### PDN straps and rails, run 1

Scale: 6 px per µm. Pins as bars on the die edge.
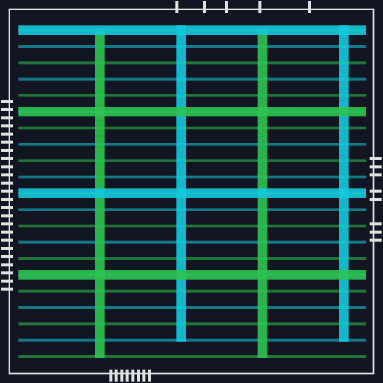
### Placement by cell class, run 1

Scale: 4 px per µm. Fill, decap, tap and diode cells in gray.
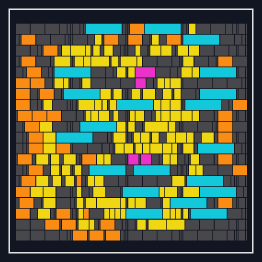
### Clock wires, drivers and flops, run 1

Scale: 10 px per µm.
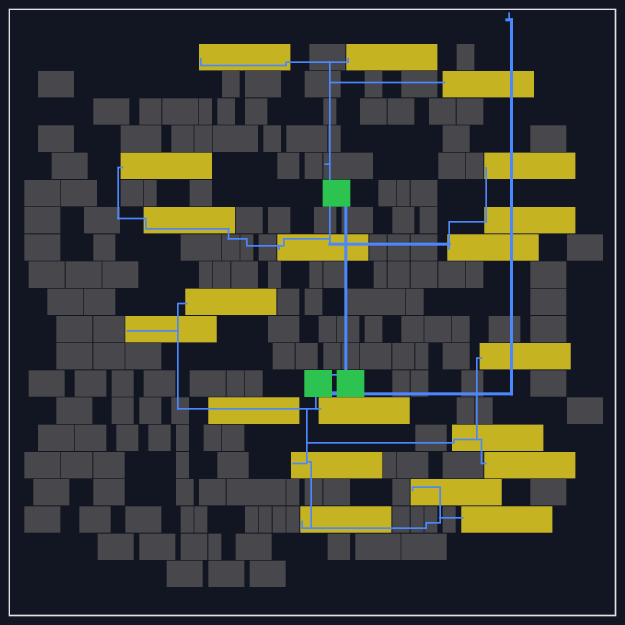
[src/rtl/id_load_use_stall.sv]
// Decode-stage load-use hazard controller: freezes PC and IF/ID, injects NOP bubbles into ID/EX,
// applies memory-stall freeze and branch-flush priority, and counts load-use events.
module id_load_use_stall #(
    parameter int unsigned LOAD_BUBBLES = 1,
    parameter int unsigned CNT_W        = 16
) (
    input  logic             clk,
    input  logic             rst,
    input  logic             id_valid,
    input  logic [2:0]       id_sr1,
    input  logic [2:0]       id_sr2,
    input  logic [2:0]       id_dest,
    input  logic             id_uses_sr1,
    input  logic             id_uses_sr2,
    input  logic             id_uses_dest,
    input  logic             ex_valid,
    input  logic             ex_is_load,
    input  logic             ex_reg_write,
    input  logic [2:0]       ex_dest,
    input  logic             mem_stall,
    input  logic             br_flush,
    input  logic             clr_count,
    output logic             pc_load_en,
    output logic             if_id_load_en,
    output logic             if_id_flush,
    output logic             id_ex_bubble,
    output logic             stall_active,
    output logic [CNT_W-1:0] hazard_count
);

    typedef enum logic [0:0] {
        RUN    = 1'b0,
        BUBBLE = 1'b1
    } state_t;

    localparam logic [2:0] BUB_INIT = 3'(LOAD_BUBBLES - 1);
    localparam logic [CNT_W-1:0] CNT_MAX = {CNT_W{1'b1}};

    state_t           state_r;
    state_t           state_nxt_s;
    logic [2:0]       bub_cnt_r;
    logic [2:0]       bub_cnt_nxt_s;
    logic [CNT_W-1:0] count_r;
    logic [CNT_W-1:0] count_nxt_s;
    logic             count_inc_s;
    logic             hz_s;

    assign hz_s = id_valid & ex_valid & ex_is_load & ex_reg_write &
                  ((id_uses_sr1  & (id_sr1  == ex_dest)) |
                   (id_uses_sr2  & (id_sr2  == ex_dest)) |
                   (id_uses_dest & (id_dest == ex_dest)));

    // Next-state and Mealy output decode; priority reset > mem_stall > br_flush > hazard/bubble
    always_comb begin
        state_nxt_s   = state_r;
        bub_cnt_nxt_s = bub_cnt_r;
        count_inc_s   = 1'b0;
        pc_load_en    = 1'b1;
        if_id_load_en = 1'b1;
        if_id_flush   = 1'b0;
        id_ex_bubble  = 1'b0;
        stall_active  = 1'b0;
        if (rst) begin
            pc_load_en    = 1'b0;
            if_id_load_en = 1'b0;
            if_id_flush   = 1'b1;
            id_ex_bubble  = 1'b1;
            stall_active  = 1'b0;
        end else if (mem_stall) begin
            // EX is frozen, so a visible hazard is stale and must not be acted on
            pc_load_en    = 1'b0;
            if_id_load_en = 1'b0;
            stall_active  = (state_r == BUBBLE);
        end else if (br_flush) begin
            if_id_flush   = 1'b1;
            id_ex_bubble  = 1'b1;
            state_nxt_s   = RUN;
            bub_cnt_nxt_s = 3'd0;
        end else begin
            case (state_r)
                RUN: begin
                    if (hz_s) begin
                        pc_load_en    = 1'b0;
                        if_id_load_en = 1'b0;
                        id_ex_bubble  = 1'b1;
                        stall_active  = 1'b1;
                        count_inc_s   = 1'b1;
                        if (LOAD_BUBBLES > 1) begin
                            state_nxt_s   = BUBBLE;
                            bub_cnt_nxt_s = BUB_INIT;
                        end else begin
                            state_nxt_s   = RUN;
                            bub_cnt_nxt_s = 3'd0;
                        end
                    end else begin
                        state_nxt_s = RUN;
                    end
                end
                BUBBLE: begin
                    pc_load_en    = 1'b0;
                    if_id_load_en = 1'b0;
                    id_ex_bubble  = 1'b1;
                    stall_active  = 1'b1;
                    bub_cnt_nxt_s = bub_cnt_r - 3'd1;
                    if (bub_cnt_r <= 3'd1) begin
                        state_nxt_s   = RUN;
                        bub_cnt_nxt_s = 3'd0;
                    end else begin
                        state_nxt_s = BUBBLE;
                    end
                end
                default: begin
                    state_nxt_s   = RUN;
                    bub_cnt_nxt_s = 3'd0;
                end
            endcase
        end
    end

    // Saturating event counter; a clear in the same cycle wins over an increment
    always_comb begin
        if (clr_count) begin
            count_nxt_s = '0;
        end else if (count_inc_s && (count_r != CNT_MAX)) begin
            count_nxt_s = count_r + {{(CNT_W-1){1'b0}}, 1'b1};
        end else begin
            count_nxt_s = count_r;
        end
    end

    // State, remaining-bubble and counter registers
    always_ff @(posedge clk or posedge rst) begin
        if (rst) begin
            state_r   <= RUN;
            bub_cnt_r <= 3'd0;
            count_r   <= '0;
        end else begin
            state_r   <= state_nxt_s;
            bub_cnt_r <= bub_cnt_nxt_s;
            count_r   <= count_nxt_s;
        end
    end

    assign hazard_count = count_r;

endmodule
[config.mk]
export PLATFORM = sky130hd
export DESIGN_NAME = id_load_use_stall
export DESIGN_NICKNAME = d
export VERILOG_FILES = /design/src/rtl/id_load_use_stall.sv
export SDC_FILE = /design/constraint.sdc
export NUM_CORES = 1
export LEC_CHECK = 0
export CAP_MARGIN = 20
export CORE_UTILIZATION = 40
export DETAILED_ROUTE_END_ITERATION = 6
export PLACE_DENSITY = 0.71
export RECOVER_POWER = 100
export SYNTH_ARGS = -nofsm -noshare
export SYNTH_HDL_FRONTEND = slang
export SYNTH_SLANG_ARGS = --single-unit
[constraint.sdc]
create_clock -name clk -period 5.6 [get_ports clk]
set_input_delay 1.12 -clock clk [delete_from_list [all_inputs] [get_ports clk]]
set_output_delay 1.12 -clock clk [all_outputs]
set_load 0.1 [all_outputs]
==> metrics.yaml, run 1 <==
run_status:
  status: "finished, final reports clean"
final_timing:
  timing.hold.ws_ns: 0.554
  max-slew-margin-rel_pct: 21.7
  fin_crit_sh_pct: 84.4
  timing.fmax_mhz: 211
place:
  dpl-instance-area_um2: 1820
  place_congestion: 0.797
global_routing:
  grt_pass1_vias: 1357
  grt_pass1_wl_um: 6160
setup_path:
  rr_worst_depth: 6
  path_depth: 7
  cp_num_buf_inv: 2
  slowest_delay_ns: 1.20
  slowest_stage: "dlygate4sd3_1"
  arrival_ns: 3.61
  start_kind: "primary input"
synthesis:
  mux_share_pct: 4.03
  topCellsByArea: "dfrtp_1 (37%), xnor2_1 (5.8%), a21oi_1 (5.1%), nand4_1 (5.0%), o31ai_1 (3.8%)"
  synthMostInstantiatedCell: "dfrtp_1"
  ys_sh_xor_pct: 5.76
  compound_area_share_pct: 16.3
  numSynthFlops: 20
floorplanning:
  die_w_um: 60.5
  tapCellCount: 44
layout:
  signal_buffers: 44
  postLayoutCellArea_um2: 1850
  layout.area.comb_um2: 805
  num-nonclk-inverters: 6
routing:
  drt-total-wl_um: 3530
  wl_met1_um: 1490
  wl_met2_um: 1740
clock_network:
  clock_sinks: 20
  clock_latency_ns: 0.31
  cts_tree: "done"
pwr:
  powerComb_uw: 59.6
  netSwitchingPower_uw: 83.8
About 'PDN straps and rails':
[VDD] cyan
[VSS] green
met4 straps: 4
rows: 20
signal pins: 45
met1 rails: 21

About 'Placement by cell class':
[flip-flops] cyan | cells: 20 | share of their area: 28%
[all other logic] yellow | cells: 128 | share of their area: 46%
[clock drivers and dummy loads] magenta | cells: 4 | share of their area: 2.0%
[other buffers and delay cells] orange | cells: 44 | share of their area: 24%

About 'Clock wires, drivers and flops':
[clock wires] blue | length: 286 µm
[flip-flops] yellow | count: 20
[cells driving clock nets] green | count: 3
routed clock nets: 4

--- run 2 (diff from run 1) ---
==> constraint.sdc (replaced) <==
create_clock -name clk -period 4.7 [get_ports clk]
set_input_delay 0.94 -clock clk [delete_from_list [all_inputs] [get_ports clk]]
set_output_delay 0.94 -clock clk [all_outputs]
set_load 0.1 [all_outputs]
### Clock wires, drivers and flops, run 2

Scale: 10 px per µm.
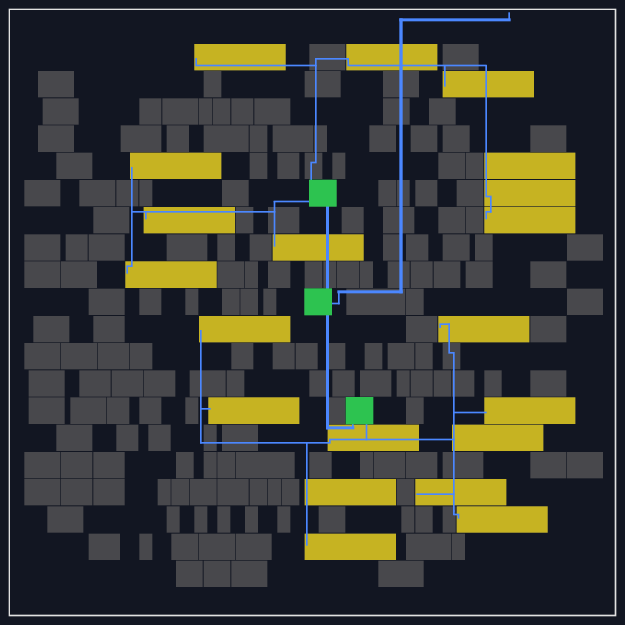
Clk pwr share: 25.0%
Late-Pin Clk Latency: 0.30 ns
Clock net power: 80.6 µW
clk_skew: 0.0102 ns

==> run 2 against run 1 <==
  * Synthesized cell count stayed put
  * Worst setup slack worse by 0.24 ns
  * Flip-flop count stayed put
  * Non-clock buffer count is 1 higher
  * Core utilization is 0.63 points lower
  * Synthesized area stayed put
  * First-iteration DRC count is 9.1% higher
  * Register-to-register slack worse by 0.91 ns
  * Count of clock-buffer cells in the layout is 1 lower
  * Total power is 11% higher
  * Worst hold slack worse by 0.010 ns
  * Clock skew is 0.0040 ns higher
  * Critical path type unchanged
==> metrics.yaml, run 2 <==
run_status:
  status: "finished, final reports clean"
setup_path:
  worst-endpoint-required_ns: 3.76
  start_kind: "primary input"
  arrival_ns: 3.13
  path_depth: 7
  critPathMaxFanout: 4
  cp_num_buf_inv: 2
  slowest_stage: "clkbuf_1"
  slowest_delay_ns: 0.86
  rr_worst_depth: 6
place:
  place_congestion: 0.798
  post-place-ws_ns: 1.09
  dpl-instance-area_um2: 1820
layout:
  fill_cells: 298
  finalNonFillerCells: 240
  num-nonclk-inverters: 6
  layout.area.comb_um2: 805
  signal_buffers: 45
  postLayoutCellArea_um2: 1830
pwr:
  netSwitchingPower_uw: 93.2
synthesis:
  numSynthFlops: 20
  netlist_area_um2: 1370
  topCellsByArea: "dfrtp_1 (37%), xnor2_1 (5.8%), a21oi_1 (5.1%), nand4_1 (5.0%), o31ai_1 (3.8%)"
  mux_share_pct: 4.03
  compound_area_share_pct: 16.3
  synthMostInstantiatedCell: "dfrtp_1"
floorplanning:
  tapCellCount: 44
final_timing:
  fin_crit_sh_pct: 86.7
  timing.fmax_mhz: 246
  worst_pin_slew_ns: 1.17
  timing.hold.ws_ns: 0.544
  max-slew-margin-rel_pct: 22.4
min_path:
  hold_depth: 1
  hold_class: "reg -> reg"
global_routing:
  grt_pass1_vias: 1404
  grt_pass1_wl_um: 6100
  grt.busiest_layer: "met2"
routing:
  wl_met1_um: 1490
  drt-total-wl_um: 3480
  wl_met2_um: 1760
clock_network:
  clock_sinks: 20
  cts_tree: "done"
  clk_pin_slew_worst_paths_ns: 0.10
--- run 3 (diff from run 2) ---
--- a/config.mk
+++ b/config.mk
@@ -10,6 +10,7 @@
 export DETAILED_ROUTE_END_ITERATION = 6
 export PLACE_DENSITY = 0.71
 export RECOVER_POWER = 100
+export SETUP_SLACK_MARGIN = 0.05
 export SYNTH_ARGS = -nofsm -noshare
 export SYNTH_HDL_FRONTEND = slang
 export SYNTH_SLANG_ARGS = --single-unit
### PDN straps and rails, run 3

Scale: 6 px per µm. Pins as bars on the die edge.
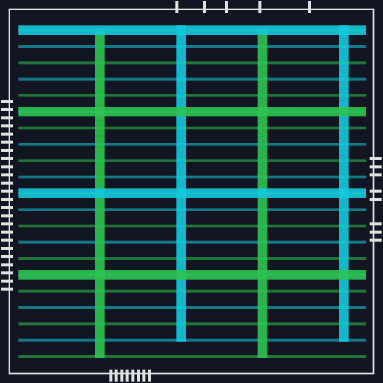
Die Y: 60.5 µm
core area: 3150 µm²

==> run 3 against run 2 <==
  * Die area unchanged
  * Flip-flop count unchanged
  * Final area unchanged
  * Combinational power about the same
  * Fmax unchanged
  * Critical path depth unchanged
  * First-iteration DRC count unchanged
  * Global-route usage unchanged
  * Total power unchanged
  * Core utilization unchanged
  * Wire length unchanged
  * Critical endpoint unchanged
  * Largest cell class unchanged
  * Highest routed layer unchanged
==> metrics.yaml, run 3 <==
setup_path:
  worst-endpoint-required_ns: 3.76
  arrival_ns: 3.13
  rr_worst_depth: 6
  path_depth: 7
  cp_num_buf_inv: 2
  slowest_stage: "clkbuf_1"
  slowest_delay_ns: 0.86
  start_kind: "primary input"
synthesis:
  numSynthFlops: 20
  synthMostInstantiatedCell: "dfrtp_1"
  mux_share_pct: 4.03
  compound_area_share_pct: 16.3
  netlist_area_um2: 1370
  ys_sh_xor_pct: 5.76
  topCellsByArea: "dfrtp_1 (37%), xnor2_1 (5.8%), a21oi_1 (5.1%), nand4_1 (5.0%), o31ai_1 (3.8%)"
run_status:
  status: "finished, final reports clean"
pwr:
  clkPwrFrac_pct: 25.0
  powerComb_uw: 70.1
  p_clk_uw: 80.6
clock_network:
  cts_tree: "done"
  clock_latency_ns: 0.30
  clk_pin_slew_worst_paths_ns: 0.10
final_timing:
  finalClockSkew_ns: 0.0102
  timing.hold.ws_ns: 0.544
  timing.fmax_mhz: 246
  worst_pin_slew_ns: 1.17
  max-slew-margin-rel_pct: 22.4
global_routing:
  grt.busiest_layer: "met2"
  grt_pass1_wl_um: 6100
  grt_pass1_vias: 1404
floorplanning:
  die_w_um: 60.5
routing:
  wl_met1_um: 1490
layout:
  num-nonclk-inverters: 6
  finalNonFillerCells: 240
  layout.area.comb_um2: 805
  postLayoutCellArea_um2: 1830
place:
  dpl-instance-area_um2: 1820
  post-place-ws_ns: 1.09
min_path:
  hold_class: "reg -> reg"
Power and IR drop assume default switching activity.
